==> config.mk <==
export PLATFORM = sky130hd
export DESIGN_NAME = dec_3to8_seq
export DESIGN_NICKNAME = d
export VERILOG_FILES = /design/src/rtl/dec_3to8_seq.sv
export SDC_FILE = /design/constraint.sdc
export NUM_CORES = 1
export LEC_CHECK = 0
export CAP_MARGIN = 5
export CORE_MARGIN = 1.5
export CORE_UTILIZATION = 58
export CTS_CLUSTER_SIZE = 10
export DETAILED_ROUTE_END_ITERATION = 7
export GPL_ROUTABILITY_DRIVEN = 0
export PLACE_DENSITY = 0.83
export SLEW_MARGIN = 20
export SYNTH_ARGS = -nofsm -noshare
export SYNTH_HDL_FRONTEND = slang
export SYNTH_SLANG_ARGS = --single-unit
==> constraint.sdc <==
create_clock -name clk -period 2.9 [get_ports clk]
set_input_delay 0.435 -clock clk [delete_from_list [all_inputs] [get_ports clk]]
set_output_delay 0.435 -clock clk [all_outputs]
set_load 0.005 [all_outputs]
==> src/rtl/dec_3to8_seq.sv <==
// dec_3to8_seq: sequential 3-to-8 decoder with a valid/ready input and a
// timed one-hot output. Each accepted code drives its line for HOLD_CYCLES
// cycles, followed by GAP_CYCLES blank cycles and one mandatory IDLE cycle.
// Build option: define DEC_3TO8_ACTIVE_LOW_EN for an active-low y
// (selected line 0, blank 8'hFF); otherwise y is active-high (blank 8'h00).
module dec_3to8_seq #(
  parameter int unsigned HOLD_CYCLES = 4,
  parameter int unsigned GAP_CYCLES  = 1
) (
  input  logic       clk,
  input  logic       rst,
  input  logic       enable,
  input  logic [2:0] code,
  input  logic       code_valid,
  output logic       code_ready,
  output logic [7:0] y,
  output logic       y_valid,
  output logic       busy,
  output logic [7:0] dec_cnt
);

  typedef enum logic [1:0] {
    IDLE = 2'd0,
    HOLD = 2'd1,
    GAP  = 2'd2
  } state_t;

`ifdef DEC_3TO8_ACTIVE_LOW_EN
  localparam logic [7:0] BLANK = 8'hFF;
`else
  localparam logic [7:0] BLANK = 8'h00;
`endif

  // Counter reload values; the gap reload is unused when there is no gap.
  localparam logic [15:0] HOLD_LOAD = 16'(HOLD_CYCLES - 1);
  localparam bit          HAS_GAP   = (GAP_CYCLES != 0);
  localparam logic [15:0] GAP_LOAD  = HAS_GAP ? 16'(GAP_CYCLES - 1) : 16'd0;

  state_t      state, state_nxt;
  logic [15:0] cnt, cnt_nxt;
  logic [7:0]  y_nxt;
  logic        y_valid_nxt;
  logic        busy_nxt;
  logic [7:0]  dec_cnt_nxt;

  // Map a binary code onto the output line pattern for the selected polarity.
  function automatic logic [7:0] drive_line(input logic [2:0] c);
    logic [7:0] onehot;
    onehot = 8'd1 << c;
`ifdef DEC_3TO8_ACTIVE_LOW_EN
    return ~onehot;
`else
    return onehot;
`endif
  endfunction

  assign code_ready = !rst && enable && (state == IDLE);

  // Next-state, counter and registered-output logic; enable low overrides the FSM.
  always_comb begin
    state_nxt   = state;
    cnt_nxt     = cnt;
    y_nxt       = y;
    y_valid_nxt = y_valid;
    busy_nxt    = busy;
    dec_cnt_nxt = dec_cnt;
    if (!enable) begin
      state_nxt   = IDLE;
      y_nxt       = BLANK;
      y_valid_nxt = 1'b0;
      busy_nxt    = 1'b0;
    end else begin
      case (state)
        IDLE: begin
          y_nxt       = BLANK;
          y_valid_nxt = 1'b0;
          busy_nxt    = 1'b0;
          if (code_valid) begin
            state_nxt   = HOLD;
            cnt_nxt     = HOLD_LOAD;
            y_nxt       = drive_line(code);
            y_valid_nxt = 1'b1;
            busy_nxt    = 1'b1;
            dec_cnt_nxt = dec_cnt + 8'd1;
          end
        end
        HOLD: begin
          if (cnt == 16'd0) begin
            y_nxt       = BLANK;
            y_valid_nxt = 1'b0;
            if (HAS_GAP) begin
              state_nxt = GAP;
              cnt_nxt   = GAP_LOAD;
              busy_nxt  = 1'b1;
            end else begin
              state_nxt = IDLE;
              busy_nxt  = 1'b0;
            end
          end else begin
            cnt_nxt = cnt - 16'd1;
          end
        end
        GAP: begin
          if (cnt == 16'd0) begin
            state_nxt = IDLE;
            busy_nxt  = 1'b0;
          end else begin
            cnt_nxt = cnt - 16'd1;
          end
        end
        default: begin
          state_nxt   = IDLE;
          y_nxt       = BLANK;
          y_valid_nxt = 1'b0;
          busy_nxt    = 1'b0;
        end
      endcase
    end
  end

  // State, counter and output registers with synchronous reset.
  always_ff @(posedge clk) begin
    if (rst) begin
      state   <= IDLE;
      cnt     <= 16'd0;
      y       <= BLANK;
      y_valid <= 1'b0;
      busy    <= 1'b0;
      dec_cnt <= 8'd0;
    end else begin
      state   <= state_nxt;
      cnt     <= cnt_nxt;
      y       <= y_nxt;
      y_valid <= y_valid_nxt;
      busy    <= busy_nxt;
      dec_cnt <= dec_cnt_nxt;
    end
  end

endmodule

### Clock nets, run 1

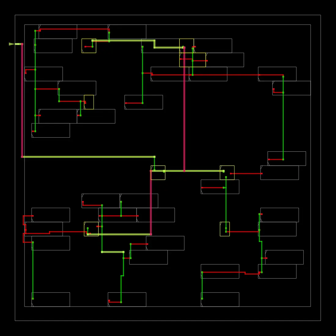
clk_buf instances: 6
number of buffers created by CTS: 5

### Gate families picked out, run 1

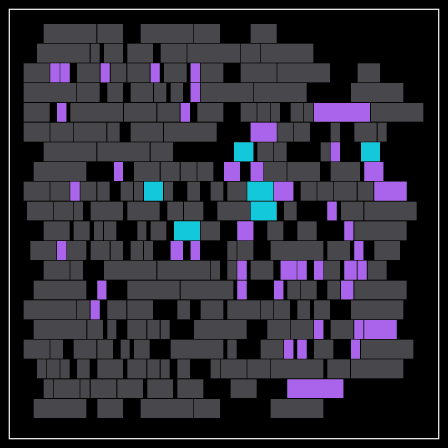
legend:
  AND-OR and OR-AND gates:
    colour: cyan
    cells: 6
    where: centre
  NOR gates:
    colour: purple
    cells: 43

### Pin map, run 1

Scale bar: 20 um. Pins as bars across the die edge, other pins in grey.
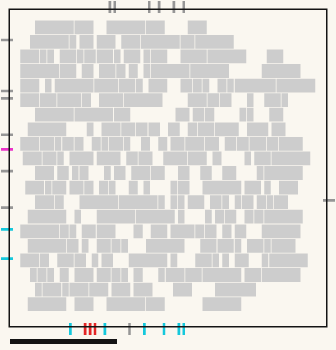
legend:
  code_valid:
    colour: magenta
    pins: 1
    direction: input
    edge: west
  code:
    colour: red
    pins: 3
    direction: input
    edge: south
  y:
    colour: cyan
    pins: 8
    direction: output
    edge: 6 south, 2 west
all pins by edge: 10 south, 9 west, 6 north, 1 east

==> impl_metrics.ini, run 1 <==
; physical design summary
[timing]
post-route-period-util = 0.780
setup_ws_ps = 637
hold-worst-slack_ps = 460
fmaxAchievable_mhz = 442

[routing]
dr_top_layer = met4
routed-wl-met2_um = 1810

[synthesis]
synth_area_um2 = 1820
synth.cellmix.simpleShare = 0.345
synth.cells.most_frequent = dfxtp_1, nor2_1, nand2_1
synth_top_cell_by_count = dfxtp_1
cell_types_occupying_the_most_area_after_synthesis = dfxtp_1, xor2_1, nor2_1

[critical_path]
worst_reg_to_reg_path_cell_count = 7
endpoint = y[5]
worst-path-max-fanout = 16
path_class = reg -> reg
crit_path_max_incr_delay_ps = 560
worst_path_dominant_cell_family = simple AND/OR/NAND/NOR gates
end_kind = flip-flop

[floorplan]
floorplan.die.height_um = 59.0
fp-row-count = 20
design.core.area_um2 = 3000
io_pins = 26
tap-cell-count = 33
share_of_the_core_filled_by_cells_before_placement = 0.605

[placement]
hpwl_um = 2820

[power_and_ir_drop]
total_power_uw = 1050
internal_power_uw = 731
power_spent_charging_and_discharging_nets_uw = 316
power.static_leakage_uw = 0.000866
power.sequential.total_uw = 537
p_clk_frac = 0.264
clock_net_power_uw = 276
top_power_group = registers

[status]
run_status = finished clean

[grt]
grt_pass1_vias = 1414

[hold_path]
hold_path.startpoint = y[4]

[final_layout]
non_clock_buffer_count = 29
registers.top_by_ff_count = cnt
share_of_cell_area_taken_by_multi_input_logic_gates = 0.479
finalNonFillerCells = 272
layout.sequential_cells = 36
drive_gt1_frac = 0.0837
final_std_cell_area_no_fill_um2 = 2170

[clock_network]
tritoncts = built
buffer_count_from_post_cts_setup_fixing = 0
### Routed metal per tile, run 1

The die is cut into 12 by 12 equal tiles; white is low, dark blue is high, scaled to the fullest tile. Values are wire area over tile area, all layers added.
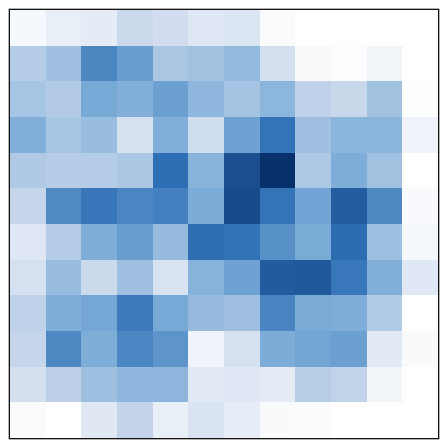

==> run 2: changes to the inputs <==
CORE_UTILIZATION = 48   (was 58)
PLACE_DENSITY = 0.73   (was 0.83)
clock period = 2 ns   (was 2.9 ns; I/O delays follow)
### Routed metal per tile, run 2

The die is cut into 13 by 13 equal tiles; white is low, dark blue is high, scaled to the fullest tile. Values are wire area over tile area, all layers added.
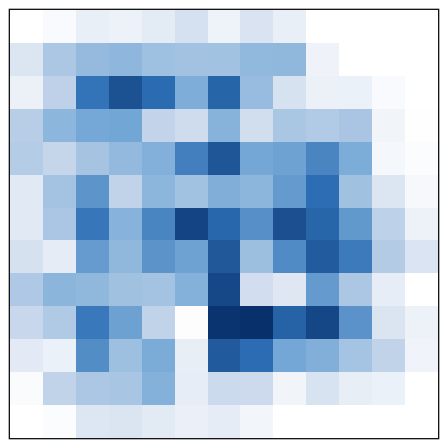
nearly empty tiles: 11%
densest ninth of the die: centre
mean over tiles: 0.15
fullest tile: 0.46
tiles over half the peak: 25%

==> run 2 against run 1 <==
  * Critical path depth unchanged
  * Non-clock buffer count increased by 20
  * Synthesized area stayed put
  * Sequential power is 45% higher
  * Combinational power is 83% higher
  * Sequential share of layout area fell by 3.4 points
  * Sequential cell count unchanged
  * Power is 67% higher
  * Setup slack got worse by 560 ps
  * Die area up 20%
  * Design area increased by 11%
  * Count of clock-buffer cells in the layout did not move
  * Critical endpoint is now cnt[12]
==> impl_metrics.ini, run 2 <==
; physical design summary
[routing]
routed-wl-met2_um = 1890
route.detailed.vias_per_inst = 5.33
drt_drc_violations_left = 0
dr_top_layer = met4

[critical_path]
worst_reg_to_reg_path_cell_count = 7
end_kind = flip-flop
worst_path_dominant_cell_family = simple AND/OR/NAND/NOR gates
path_class = reg -> reg
worst-path-max-fanout = 4

[final_layout]
finalNonFillerCells = 307
registers.top_by_ff_count = cnt
multi_input_comb_area_um2 = 1080
non_clock_buffer_count = 49
share_of_cell_area_taken_by_multi_input_logic_gates = 0.449
layout.sequential_cells = 36
nClkBuffers = 6
buffer_area_frac = 0.179
final_std_cell_area_no_fill_um2 = 2420

[status]
run_status = finished clean

[timing]
setup_ws_ps = 82.1
fmaxAchievable_mhz = 521
post-route-period-util = 0.959

[grt]
number_of_antenna_violations_at_the_first_check_in_global_routing = 0
grt_start_max_net_pins = 13

[floorplan]
tap-cell-count = 48
design.core.area_um2 = 3660
share_of_the_core_filled_by_cells_before_placement = 0.497
io_pins = 26
floorplan.die.height_um = 64.5

[synthesis]
yosys-dominant-comb-family = simple AND/OR/NAND/NOR gates
synth_top_cell_by_count = dfxtp_1
xor_share = 0.0771
cell_types_occupying_the_most_area_after_synthesis = dfxtp_1, xor2_1, nor2_1
synth.cellmix.simpleShare = 0.345

[clock_network]
buffer_count_from_post_cts_setup_fixing = 0
cts_inserted_buffers = 5
tritoncts = built

[power_and_ir_drop]
power.static_leakage_uw = 0.00100
power_spent_charging_and_discharging_nets_uw = 510
power.combinational.total_uw = 428
top_power_group = registers
total_power_uw = 1750

[hold_path]
hold_path.startpoint = y[4]
hold_path_depth = 2

[placement]
hpwl_um = 2980
Power is estimated from default activity; no workload was simulated.
